===== config.mk =====
export PLATFORM = sky130hd
export DESIGN_NAME = alu_mc
export DESIGN_NICKNAME = d
export VERILOG_FILES = /design/src/rtl/alu_mc.sv
export SDC_FILE = /design/constraint.sdc
export NUM_CORES = 1
export LEC_CHECK = 0
export ABC_AREA = 1
export CAP_MARGIN = 10
export CORE_MARGIN = 2
export CORE_UTILIZATION = 58
export CTS_CLUSTER_DIAMETER = 60
export DETAILED_ROUTE_END_ITERATION = 12
export GPL_TIMING_DRIVEN = 0
export PLACE_DENSITY = 0.85
export SLEW_MARGIN = 20
export SYNTH_ARGS = -nofsm -noshare
export SYNTH_HDL_FRONTEND = slang
export SYNTH_SLANG_ARGS = --single-unit

===== constraint.sdc =====
create_clock -name clk -period 4 [get_ports clk]
set_input_delay 0.6 -clock clk [delete_from_list [all_inputs] [get_ports clk]]
set_output_delay 0.6 -clock clk [all_outputs]
set_load 0.01 [all_outputs]

===== src/rtl/alu_mc.sv =====
// alu_mc: multi-cycle ALU (shift/rotate/add/logic, optional shift-add multiply) with valid/ready handshake.
// Latency: 1 cycle for single-cycle and reserved ops; WIDTH cycles for multiply (only when ALU_MUL_EN is defined).
// Backpressure: the result is held stable while out_valid && !out_ready; in_ready is low in BUSY and in a stalled DONE.
module alu_mc #(
    parameter int WIDTH = 16,
    parameter int SW    = $clog2(WIDTH)
) (
    input  logic             clk,
    input  logic             rst,
    input  logic             in_valid,
    output logic             in_ready,
    input  logic [WIDTH-1:0] A,
    input  logic [WIDTH-1:0] B,
    input  logic             Cin,
    input  logic [3:0]       Op,
    input  logic             invA,
    input  logic             invB,
    input  logic             sign,
    output logic             out_valid,
    input  logic             out_ready,
    output logic [WIDTH-1:0] Out,
    output logic             Ofl,
    output logic             Z,
    output logic             err
);

`ifdef ALU_MUL_EN
    typedef enum logic [1:0] {S_IDLE = 2'd0, S_BUSY = 2'd1, S_DONE = 2'd2} state_t;
`else
    typedef enum logic [1:0] {S_IDLE = 2'd0, S_DONE = 2'd2} state_t;
`endif

    state_t             state_q;
    logic               out_valid_q;
    logic [WIDTH-1:0]   out_q;
    logic               ofl_q;
    logic               z_q;
    logic               err_q;

    logic [WIDTH-1:0]   a;
    logic [WIDTH-1:0]   b;
    logic [SW-1:0]      sh;
    logic [2*WIDTH-1:0] rot2;
    logic [WIDTH:0]     sum;
    logic [WIDTH-1:0]   res_d;
    logic               ofl_d;
    logic               err_d;
    logic               accept;

`ifdef ALU_MUL_EN
    logic [2*WIDTH-1:0] mcand_q;
    logic [2*WIDTH-1:0] acc_q;
    logic [2*WIDTH-1:0] acc_d;
    logic [WIDTH-1:0]   mplier_q;
    logic [SW:0]        cnt_q;
    logic               is_mul;

    // One shift-add step: add the shifted multiplicand when the current multiplier LSB is set
    always_comb begin
        acc_d  = mplier_q[0] ? (acc_q + mcand_q) : acc_q;
        is_mul = (Op == 4'h8);
    end
`endif

    assign in_ready  = (state_q == S_IDLE) || ((state_q == S_DONE) && out_ready);
    assign accept    = in_valid && in_ready;
    assign out_valid = out_valid_q;
    assign Out       = out_q;
    assign Ofl       = ofl_q;
    assign Z         = z_q;
    assign err       = err_q;

    // Single-cycle result for the op presented on the inputs; only latched on accept
    always_comb begin
        a     = invA ? ~A : A;
        b     = invB ? ~B : B;
        sh    = b[SW-1:0];
        rot2  = {a, a} << sh;
        sum   = {1'b0, a} + {1'b0, b} + {{WIDTH{1'b0}}, Cin};
        res_d = '0;
        ofl_d = 1'b0;
        err_d = 1'b0;
        case (Op)
            4'h0: res_d = rot2[2*WIDTH-1:WIDTH];
            4'h1: res_d = a << sh;
            4'h2: res_d = $signed(a) >>> sh;
            4'h3: res_d = a >> sh;
            4'h4: begin
                res_d = sum[WIDTH-1:0];
                // signed: like-signed operands producing an opposite-signed result; unsigned: MSB carry-out
                ofl_d = sign ? ((a[WIDTH-1] == b[WIDTH-1]) && (sum[WIDTH-1] != a[WIDTH-1]))
                             : sum[WIDTH];
            end
            4'h5: res_d = a | b;
            4'h6: res_d = a ^ b;
            4'h7: res_d = a & b;
            // multiply (when enabled) never uses this path; otherwise it lands here as reserved
            default: err_d = 1'b1;
        endcase
    end

    // Control FSM with registered result outputs; an accept is only possible in IDLE or a draining DONE
    always_ff @(posedge clk) begin
        if (rst) begin
            state_q     <= S_IDLE;
            out_valid_q <= 1'b0;
            out_q       <= '0;
            ofl_q       <= 1'b0;
            z_q         <= 1'b0;
            err_q       <= 1'b0;
`ifdef ALU_MUL_EN
            mcand_q     <= '0;
            acc_q       <= '0;
            mplier_q    <= '0;
            cnt_q       <= '0;
`endif
        end else if (accept) begin
`ifdef ALU_MUL_EN
            if (is_mul) begin
                state_q     <= S_BUSY;
                out_valid_q <= 1'b0;
                acc_q       <= '0;
                mcand_q     <= {{WIDTH{1'b0}}, a};
                mplier_q    <= b;
                cnt_q       <= (SW+1)'(WIDTH);
            end else
`endif
            begin
                state_q     <= S_DONE;
                out_valid_q <= 1'b1;
                out_q       <= res_d;
                ofl_q       <= ofl_d;
                z_q         <= (res_d == '0);
                err_q       <= err_d;
            end
        end else begin
            case (state_q)
`ifdef ALU_MUL_EN
                S_BUSY: begin
                    acc_q    <= acc_d;
                    mcand_q  <= mcand_q << 1;
                    mplier_q <= mplier_q >> 1;
                    cnt_q    <= cnt_q - 1'b1;
                    // last step: publish the product straight from the adder
                    if (cnt_q == (SW+1)'(1)) begin
                        state_q     <= S_DONE;
                        out_valid_q <= 1'b1;
                        out_q       <= acc_d[WIDTH-1:0];
                        ofl_q       <= |acc_d[2*WIDTH-1:WIDTH];
                        z_q         <= (acc_d[WIDTH-1:0] == '0);
                        err_q       <= 1'b0;
                    end
                end
`endif
                S_DONE: begin
                    if (out_ready) begin
                        state_q     <= S_IDLE;
                        out_valid_q <= 1'b0;
                    end
                end
                default: ;
            endcase
        end
    end

endmodule


Met1 routing:
The bar under the picture is 20 um long.
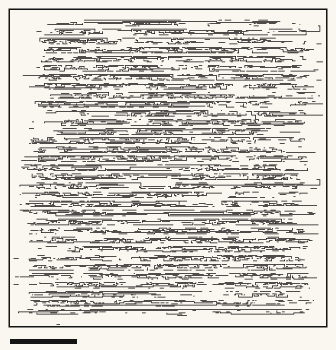
longest straight run: 63.5 um
main direction: horizontal
nets with wire on the layer: 982
Routed WL: 18.84 mm
M1 GR Usage: 55.24%
vias post-DR: 6545

Signal wires on met2:
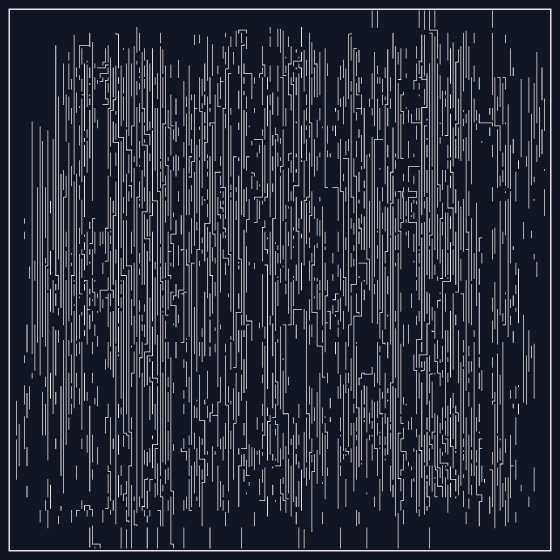
longest straight run: 43.7 um
nets with wire on the layer: 849
wire length on this layer: 7960 um
GR met2 Demand/Resource: 66.67%

==> run summary <==
WS Path Type -> in2reg
met2 WL -> 7.957 mm
AND/OR/NAND/NOR Cells, Area Fraction -> 54.06%
Top cells by area -> nand2_1, nand3_1, ha_1
fp util -> 59.07%
Root Driver -> clkbuf_8
antenna diode count -> 0
Tool Warnings -> 42
setup_tns -> 0 ns
Worst EP arrival -> 3.87 ns
P&R area growth vs syn -> 17.06%
Top pwr grp -> combinational logic
AND-OR/OR-AND Cells, Area Fraction -> 11.82%
Slew Limit Fails -> 0
clk_lat worst skew -> 0.26 ns
Antenna Nets Post-Route -> 0
sw frac -> 50.75%
final clock skew -> 0.01070 ns
gr busiest metal -> met2
Rows -> 33
ys flop type -> dfxtp_1
crit-path max FO -> 10
Data required, critical path -> 4.19 ns
RSZ-0062 raised after global routing -> false
critical path's slowest cell -> clkdlybuf4s50_1
critical path startpoint category -> input pin
synthesized area per cell -> 5.200 um^2
CP delay by family, top -> simple AND/OR/NAND/NOR gates
die area -> 9028 um^2
total internal power -> 665.2 uW
hold path cells -> 2
synthesized instance count -> 924
flop2flop setup slack -> 1.90 ns
DR pass1 iterations -> 10
ys cells -> 924
Largest logic family -> simple AND/OR/NAND/NOR gates
PortBufs -> 62
# Max-Cap Violations -> 0
Net Switching -> 685.3 uW
Top cell area share -> 23.83%
max layer used -> met4
PwrDens -> 240.1 nW/um^2
Critical Path Max Stage Delay -> 0.55 ns
EDFF count, synth -> 0
hold path startpoint -> err
DRT met1 WL -> 7.461 mm
DRC Markers -> 1
most used cell, CP -> nand2_1
Hold WS -> 0.4674 ns
Longest Clk Path Bufs -> 2
critical-path cell list -> clkdlybuf4s50_1 -> xor2_4 -> clkbuf_1 -> ha_1 -> inv_1 -> nand2_1 -> inv_1 -> o21ai_1 -> inv_1 -> nand2_1 -> nand2_1 -> nand2_1 -> nand2_1 -> nand3_1 -> nand3_1 -> nor2_1 -> nand3_1 -> nor2_1 -> nand3_1 -> a21oi_1
comb pwr -> 924 uW
worst r2r src -> state_q[1]
CTS tree -> built
Clock net power -> 203 uW
YS chip area -> 4805 um^2
failing checks -> design-rule violations
Die Wd -> 95.02 um
Reg power frac -> 16.5%
share of post-route cells with drive strength above 1 -> 4.853%
mux share -> 0%
Post-synth regs -> 20
largest net degree at the start of global routing -> 13
clk sinks -> 20
status -> finished, violations left
R2R depth -> 13
cycle use final -> 92.16%
headroom to the max-slew limit -> 29.43%
Net count, final -> 1068
DPL Wire Length -> 14.94 mm
vias in the first global route -> 5913
Starting DRT DRC Count -> 783
sequential power -> 223 uW
hold crit path type -> reg2reg
fin crit period -> 3.686 ns
Core ar. -> 8134 um^2
Synth Seq Share -> 8.333%
post-synthesis xor/xnor area fraction -> 3.333%
GRT Total Usage -> 42.40%
Die Ht -> 95.02 um
GP Congestion -> 1.065
met3 WL -> 2.207 mm
fa+ha+maj area frac -> 9.010%
combinational power share -> 68.5%
Num CTS Buffers -> 3
Yosys top cell by instances -> nand2_1
final setup fails -> 0
Via density -> 5.983
Hold Fails Final Rpt -> 0
VDD IR max -> 149.1 uV
Endpoint, Worst Hold -> err
Levels on crit path -> 20
Syn Std Cell Area -> 4805 um^2
first-pass GRT wire length -> 29.50 mm
Fmax -> 0.2713 GHz
clock-pin transition on the worst setup and hold timing paths -> 0.07 ns
area leader, netlist -> nand2_1
Synth top cells by count -> nand2_1, nand3_1, inv_1
Clk pwr share -> 15.0%
synth unique cells -> 39
leak pwr -> 3.015 nW
Boundary Pins -> 65
htree depth -> 1
Congestion Overflow GR -> 0
Async SR Flop Fraction -> 0%
Met3 routing:
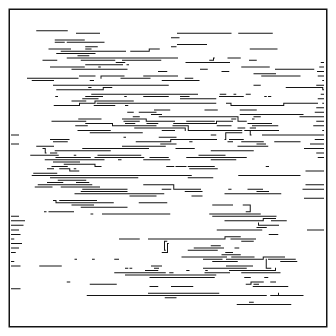
nets with wire on the layer: 224
share of all routed wire: 12%
longest straight run: 53.8 um
met3 usage: 5.613%

Metal 4:
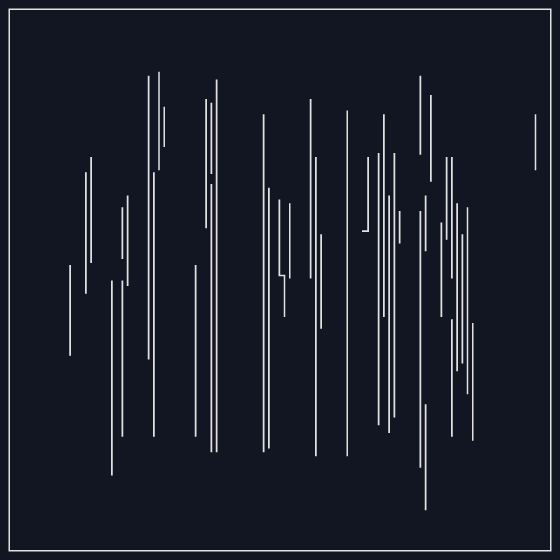
nets with wire on the layer: 42
wire length on this layer: 1210 um
share of all routed wire: 6.5%

==> registers in the layout, summed over array words and instances, names as in the netlist <==
signal   flops
Out         16
Ofl          1
Z            1
err          1
state_q      1
==> area by class of cell <==
type,instances,area (um^2)
plain buffers,34,209.0
clock buffers,3,41.29
clock inverters,1,30.03
fillers,797,2510
inverters,114,432.9
multi-input cells,755,3759
flip-flops and latches,20,400.4
well taps,105,131.4
repair buffers,62,620.6
==> placed cells by master, fill, tap and decap left out, drive strengths merged <==
cell type and count:
buf 24, a21o 1, nand4 4, dfxtp 20
a221oi 1, and2 1, o21ai 42, or2 1
o211a 1, o221ai 1, clkinv 1, a211oi 2
o211ai 7, o22ai 8, nor3 6, nand3 181
a21oi 36, nand3b 4, xnor2 12, nor2 94
ha 33, clkdlybuf4s50 62, bufinv 1, xor2 2
nand2 313, fa 1, clkbuf 13, o2111ai 2
and3 1, inv 113, o21a 1
==> through the flow <==
step	total power, mW	instance area (um^2)	setup slack, ns	util (%)	instances
6_report	1.350	5624	0.3137	69.14	1094
5_1_grt	1.446	5624	0.1763	69.14	1094
4_1_cts	1.310	5628	0.1555	69.19	1095
3_5_place_dp	1.110	5557	-0.02095	68.31	1091
3_3_place_gp	1.099	5557	-0.002330	68.31	1091
2_1_floorplan	0.8384	4805	0.9720	-	924
==> what timing repair did <==
action / 4_1_cts / 5_1_grt
hold endpoints to repair: 0 / 0
resized: 0 / 1
setup endpoints to repair: 0 / 2
==> worst max path at each step <==
stage / endpoint / from / slack, ns
2_1_floorplan: Z / invB / 0.97
3_3_place_gp: Z / B[3] / -0.002
3_5_place_dp: Z / B[3] / -0.02
4_1_cts: Z / B[3] / 0.16
5_1_grt: Z / B[3] / 0.18
6_report: Z / B[3] / 0.31
Power figures rest on the tool's default switching activity, not on a simulated workload.
